--- config.mk ---
export PLATFORM = sky130hd
export DESIGN_NAME = shift_rotate_sequencer
export DESIGN_NICKNAME = d
export VERILOG_FILES = /design/src/rtl/shift_rotate_sequencer.sv
export SDC_FILE = /design/constraint.sdc
export NUM_CORES = 1
export LEC_CHECK = 0
export ABC_AREA = 1
export CAP_MARGIN = 40
export CORE_AREA = 2 2 54 56
export CTS_CLUSTER_SIZE = 16
export DETAILED_ROUTE_END_ITERATION = 7
export DIE_AREA = 0 0 56 58
export GPL_TIMING_DRIVEN = 0
export PLACE_DENSITY = 0.76
export SLEW_MARGIN = 40
export SYNTH_ARGS = -nofsm -noshare
export SYNTH_HDL_FRONTEND = slang
export SYNTH_HIERARCHICAL = 1
export SYNTH_SLANG_ARGS = --single-unit
--- constraint.sdc ---
create_clock -name clk -period 1.6 [get_ports clk]
set_input_delay 0.32 -clock clk [delete_from_list [all_inputs] [get_ports clk]]
set_output_delay 0.32 -clock clk [all_outputs]
set_load 0.05 [all_outputs]
--- src/rtl/shift_rotate_sequencer.sv ---
// Multi-cycle shift/rotate sequencer driving a single-step 4-bit shift/rotate datapath.
// Optional macro SHIFT_SEQ_FASTPATH_EN reduces the iteration count without changing results.

module Logic_Shift_Rotate_Top_Module (
  input  logic [3:0] A,
  input  logic [3:0] B,
  input  logic [2:0] Sel,
  output logic [3:0] Out
);
  always_comb begin
    Out = 4'b0000;
    case (Sel)
      3'b000: Out = {1'b0, A[3:1]};
      3'b001: Out = {A[2:0], 1'b0};
      3'b010: Out = {1'b0, B[3:1]};
      3'b011: Out = {B[2:0], 1'b0};
      3'b100: Out = {A[0], A[3:1]};
      3'b101: Out = {A[2:0], A[3]};
      3'b110: Out = {B[0], B[3:1]};
      3'b111: Out = {B[2:0], B[3]};
    endcase
  end
endmodule

module shift_rotate_sequencer #(
  parameter int CNT_W = 4
) (
  input  logic             clk,
  input  logic             rst,
  input  logic             Start,
  input  logic [3:0]       A,
  input  logic [3:0]       B,
  input  logic [2:0]       Sel,
  input  logic [CNT_W-1:0] Amount,
  output logic             Busy,
  output logic             Done,
  output logic [3:0]       Result
);
  typedef enum logic [1:0] {IDLE, RUN, DONE} state_t;

  state_t           state_reg, state_next;
  logic [3:0]       work_reg, work_next;
  logic [CNT_W-1:0] cnt_reg, cnt_next;
  logic [2:0]       op_reg, op_next;
  logic [3:0]       result_reg, result_next;
  logic [CNT_W-1:0] eff_amount;
  logic [3:0]       dp_a, dp_b, step;
  logic             op_uses_a;

  // Codes 000/001/100/101 operate on A; bit 1 alone distinguishes the operand.
  assign op_uses_a = ~op_reg[1];
  assign dp_a      = op_uses_a ? work_reg : 4'b0000;
  assign dp_b      = op_uses_a ? 4'b0000  : work_reg;

  Logic_Shift_Rotate_Top_Module u_step (
    .A   (dp_a),
    .B   (dp_b),
    .Sel (op_reg),
    .Out (step)
  );

`ifdef SHIFT_SEQ_FASTPATH_EN
  // Four rotations are the identity and four shifts already clear the word.
  always_comb begin
    eff_amount = Amount;
    if (Sel[2])
      eff_amount = Amount & CNT_W'(3);
    else if (32'(Amount) > 32'd4)
      eff_amount = CNT_W'(4);
  end
`else
  assign eff_amount = Amount;
`endif

  always_comb begin
    state_next  = state_reg;
    work_next   = work_reg;
    cnt_next    = cnt_reg;
    op_next     = op_reg;
    result_next = result_reg;
    case (state_reg)
      IDLE: begin
        if (Start) begin
          work_next  = Sel[1] ? B : A;
          op_next    = Sel;
          cnt_next   = eff_amount;
          state_next = RUN;
        end
      end
      RUN: begin
        if (cnt_reg == '0) begin
          result_next = work_reg;
          state_next  = DONE;
        end else begin
          work_next = step;
          cnt_next  = cnt_reg - 1'b1;
        end
      end
      DONE:    state_next = IDLE;
      default: state_next = IDLE;
    endcase
  end

  always_ff @(posedge clk or posedge rst) begin
    if (rst) begin
      state_reg  <= IDLE;
      work_reg   <= 4'b0000;
      cnt_reg    <= '0;
      op_reg     <= 3'b000;
      result_reg <= 4'b0000;
    end else begin
      state_reg  <= state_next;
      work_reg   <= work_next;
      cnt_reg    <= cnt_next;
      op_reg     <= op_next;
      result_reg <= result_next;
    end
  end

  assign Busy   = (state_reg != IDLE);
  assign Done   = (state_reg == DONE);
  assign Result = result_reg;
endmodule

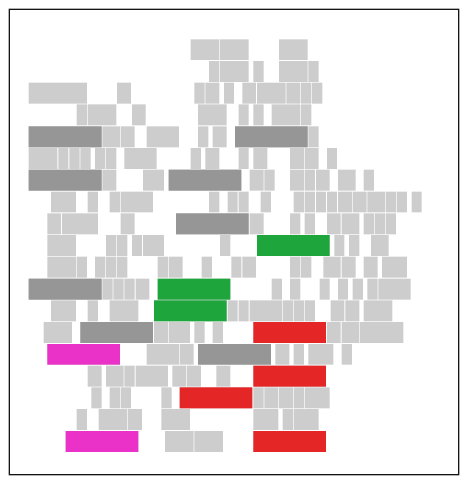
*Register map, names as in the netlist, run 1*
Drawn at 8 px/um.
- magenta: `state_reg` (sequential cells 2)
- red: `Result` (sequential cells 4)
- green: `op_reg` (sequential cells 3)
- not coloured: 8

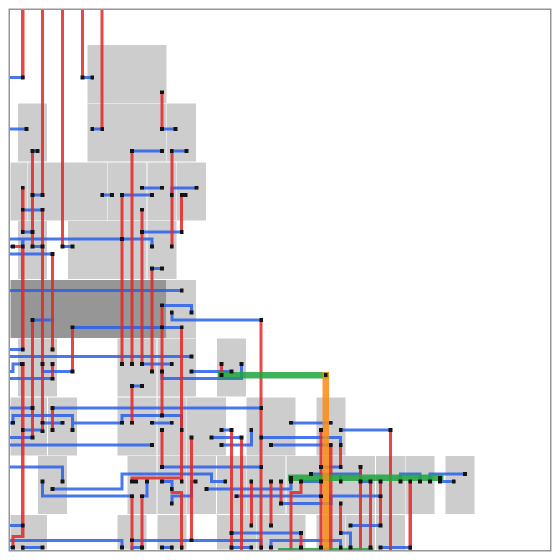
*Zoomed window, run 1*
Region (30, 31) to (55, 56) um. Cells in grey, sequential cells in the stronger grey; small squares are vias.
- red: metal 2
- orange: metal 4
- green: metal 3
- blue: metal 1
- cells with their middle in the window: 43
- netlist names of flops here include: `work_reg` (1)
- sequential cells in the window: 1
- most frequent: nand2_1 (11), inv_1 (7), nand3_1 (6)

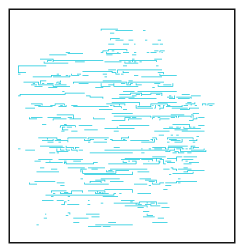
*Met1 routing, run 1*
Drawn at 4 px/um.
- wire length on this layer: 1080 um
- nets with wire on the layer: 195

==> results_dict.tcl, run 1 <==
# metrics dict for downstream scripts
set metrics [dict create \
    grt_pass1_wl_um 4464 \
    reg2reg_from "cnt_reg[0]" \
    nClkBuffers 3 \
    p_int_w 0.001396 \
    p_leak_nw 0.7512 \
    p_switching_w 0.001515 \
    comb_cells 114 \
    synth_top_area_share 0.3680 \
    rows 19 \
    grt_pass1_vias 1023 \
    drive_gt1_frac 0.1489 \
    vdd_ir_drop_max_mv 1.166 \
    power_density_mw_per_mm2 2038 \
    wl_um 2605 \
    rsz0062_at_grt "no" \
    buf_share 0.1865 \
    avgSynthCellArea_um2 7.093 \
    status "finished clean" \
    comb_share 0.3958 \
    ys_warn_count 6 \
    n_antenna_cell 0 \
    io_buffers 22 \
    finish.utilization 0.5367 \
    nWellTaps 31 \
    drt_iter0_markers 43 \
    inv_count 26 \
    yosysChipArea_mm2 0.001156 \
    min_path_type "in2async" \
    cts.repair.resized 8 \
    track_usage 0.1705 \
    crit_fanout 5 \
    crit_type "reg2out" \
    initCoreUtil 0.4342 \
    fin_skew_ns 0.004375 \
    placed_area_mm2 0.001415 \
    yosys.area_share.adder 0.01082 \
    slew_viol_final 0 \
    dieArea_mm2 0.003248 \
    hold_ws_ns 0.4147 \
]
-- run 1: cells in the final DEF (no fill, tap or decap) --
master           instances
inv_1                   22
buf_6                    2
clkbuf_2                 1
nand3_1                 21
inv_4                    1
inv_6                    1
nor2_1                  11
o21ai_2                  2
buf_12                   1
o21ai_0                 14
dfrtp_1                 17
nor2_4                   2
o21ai_1                  1
nand2_1                 49
or2_2                    1
clkdlybuf4s50_1         16
nand3_2                  3
nand2_4                  3
buf_8                    1
ha_1                     1
nand4_1                  3
dlygate4sd2_1            4
buf_2                    1
inv_2                    2
buf_1                    1
nand2_2                  3
clkinv_2                 1
clkbuf_4                 3
-- run 1: power groups by stage --
| stage | clock (W) | sequential [W] | combinational [W] |
|---|---|---|---|
| 3_5_place_dp | 0 | 0.000787 | 0.00195 |
| 5_1_grt | 0.000257 | 0.000839 | 0.00208 |
| 3_3_place_gp | 0 | 0.000783 | 0.00187 |
| 4_1_cts | 0.000238 | 0.000776 | 0.00191 |
| 6_report | 0.000234 | 0.000808 | 0.00187 |
| 2_1_floorplan | 0 | 0.000927 | 0.00134 |
-- run 1: worst max-delay path, stage by stage (launching register included) --
cell and delay (ns):
dfrtp_1 0.44, nor2_4 0.16, inv_1 0.07, clkbuf_2 0.24
-- run 1: worst paths after layout --
kind | end | slack (ns) | cells past startpoint
setup reg to reg | cnt_reg[0] | 0.18 | 8
max in group asynchronous | work_reg[0] | 0.76 | 2
hold / removal | state_reg[1] | 0.41 | 2
hold reg to reg | Result[1] | 0.50 | 2
setup / recovery | Busy | 0.08 | 3
min in group clk | op_reg[1] | 0.43 | 3
-- run 1: layer usage --
layer	vias up	share of wire	GRT usage
met5	-	0	0
met1	513	0.41	0.2085
met2	24	0.54	0.3193
met3	4	0.031	0.01563
li1	557	-	-
met4	0	0.0096	0.05102
==> inputs of run 2 (changes only) <==
- MAX_ROUTING_LAYER: unset -> met4
- REMOVE_ABC_BUFFERS: unset -> 1
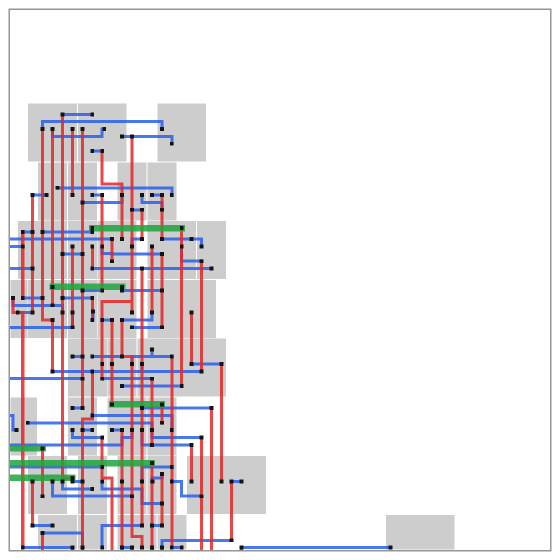
*Zoomed window, run 2*
Region (30, 31) to (55, 56) um. Cells in grey, sequential cells in the stronger grey; small squares are vias.
- blue: metal 1
- green: metal 3
- red: metal 2
- cells with their middle in the window: 34
- most frequent: nand2_1 (8), nand3_1 (8), nor2_1 (5)
- sequential cells in the window: 0

==> run 2 against run 1 <==
  * Register-to-register slack is essentially flat
  * Clock skew shrank 0.0027 ns
  * Synthesized cell count is the same
  * Fmax grew 1.3%
  * Via count shrank 2.1%
  * Core utilization shrank 1.9 points
  * Worst setup slack gained 0.019 ns
  * Design area shrank 3.6%
  * Non-clock buffer count shrank 4
==> results_dict.tcl, run 2 <==
# metrics dict for downstream scripts
set metrics [dict create \
    io_buffers 23 \
    crit_family "buffers and inverters" \
    layout_top_cell "nand2_1" \
    cp_slowest_cell "dlygate4sd2_1" \
    fp.dieH_um 58 \
    synth_top_area_share 0.3680 \
    max_stage_delay_ns 0.53 \
    avgSynthCellArea_um2 7.093 \
    drt_iter0_markers 36 \
    r2r_setup_slack_ns 0.17 \
    crit_type "reg2out" \
    wl_met1_um 1002 \
    n_antenna_cell 0 \
    path_buffers 1 \
    slew_viol_final 0 \
    crit_fanout 2 \
    min_path_type "in2async" \
    yosys.area_share.adder 0.01082 \
    yosysChipArea_mm2 0.001156 \
    initCoreUtil 0.4342 \
    grt_pass1_wl_um 4140 \
    period_used_share 0.9380 \
    reg2reg_from "cnt_reg[0]" \
    power_density_mw_per_mm2 1954 \
    wl_um 2352 \
    fin_skew_ns 0.001673 \
    wl_met3_um 136 \
    status "finished clean" \
    top_layer "met4" \
    rsz0062_at_grt "no" \
    placed_area_mm2 0.001360 \
    p_leak_nw 0.7208 \
    wl_met2_um 1201 \
    ys_warn_count 6 \
    rows 19 \
    vdd_ir_drop_max_mv 1.340 \
    crit_chain "dlygate4sd2_1" \
    rr_endpoint "Result[1]" \
    dieArea_mm2 0.003248 \
    crit_end "Result[2]" \
    cp.depth 1 \
    drive_gt1_frac 0.1304 \
    grt_pass1_vias 1033 \
]
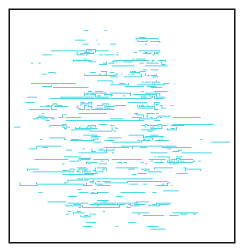
*Met1 routing, run 2*
Drawn at 4 px/um.
- share of all routed wire: 43%
- longest straight run: 25.3 um
- main direction: horizontal
- wire length on this layer: 1000 um
- nets with wire on the layer: 183

## run 2: cell counts after synthesis
No cell type changed its count.
## run 2: layout make-up
| class | count | area, um^2 | share of cell area |
|---|---|---|---|
| clock buffer | 4 | 26.28 | 0.01907 |
| multi-input combinational | 114 | 565.5 | 0.4105 |
| tap | 31 | 38.79 | 0.02816 |
| sequential | 17 | 426.7 | 0.3097 |
| inverter | 26 | 105.1 | 0.07629 |
| timing repair buffer | 23 | 215.2 | 0.1562 |
## run 2: power breakdown
part           leakage (nW)  switching, W  internal, W
Clock                0.0150      0.000125    0.0000969
Sequential            0.213      0.000258     0.000639
Combinational         0.493       0.00107     0.000507
## run 2: layer usage
metal	global-route usage	vias up
met5	-	-
met4	0.04082	0
met3	0.04018	3
met2	0.2874	31
met1	0.1884	487
li1	-	554
## run 2: kinds of logic (layout without fill, tap and decap cells)
| family | count (synthesis) | after routing |
|---|---|---|
| AND/OR/NAND/NOR | 96 | 96 |
| AND-OR/OR-AND | 17 | 17 |
| adder cells (fa/ha/maj) | 1 | 1 |
| flip-flops | 17 | 17 |
| buffers and inverters | 32 | 53 |
## run 2: per-stage QoR
step,utilization,hold WS [ns],setup TNS [ns],setup WS (ns)
3_5_place_dp,0.5108,0.4790,-0.1781,-0.1432
4_1_cts,0.5211,0.4287,-0.1170,-0.1170
2_1_floorplan,-,0.2461,0,0.2197
3_3_place_gp,0.5108,0.4646,-0.1577,-0.1420
5_1_grt,0.5174,0.4694,0,0.01596
6_report,0.5174,0.4030,0,0.09919
## run 2: what timing repair did
action                                  4_1_cts  5_1_grt
hold endpoints to repair                      0        0
gates resized                                10        5
endpoints found under the setup margin        7        2
Power and IR drop assume default switching activity.
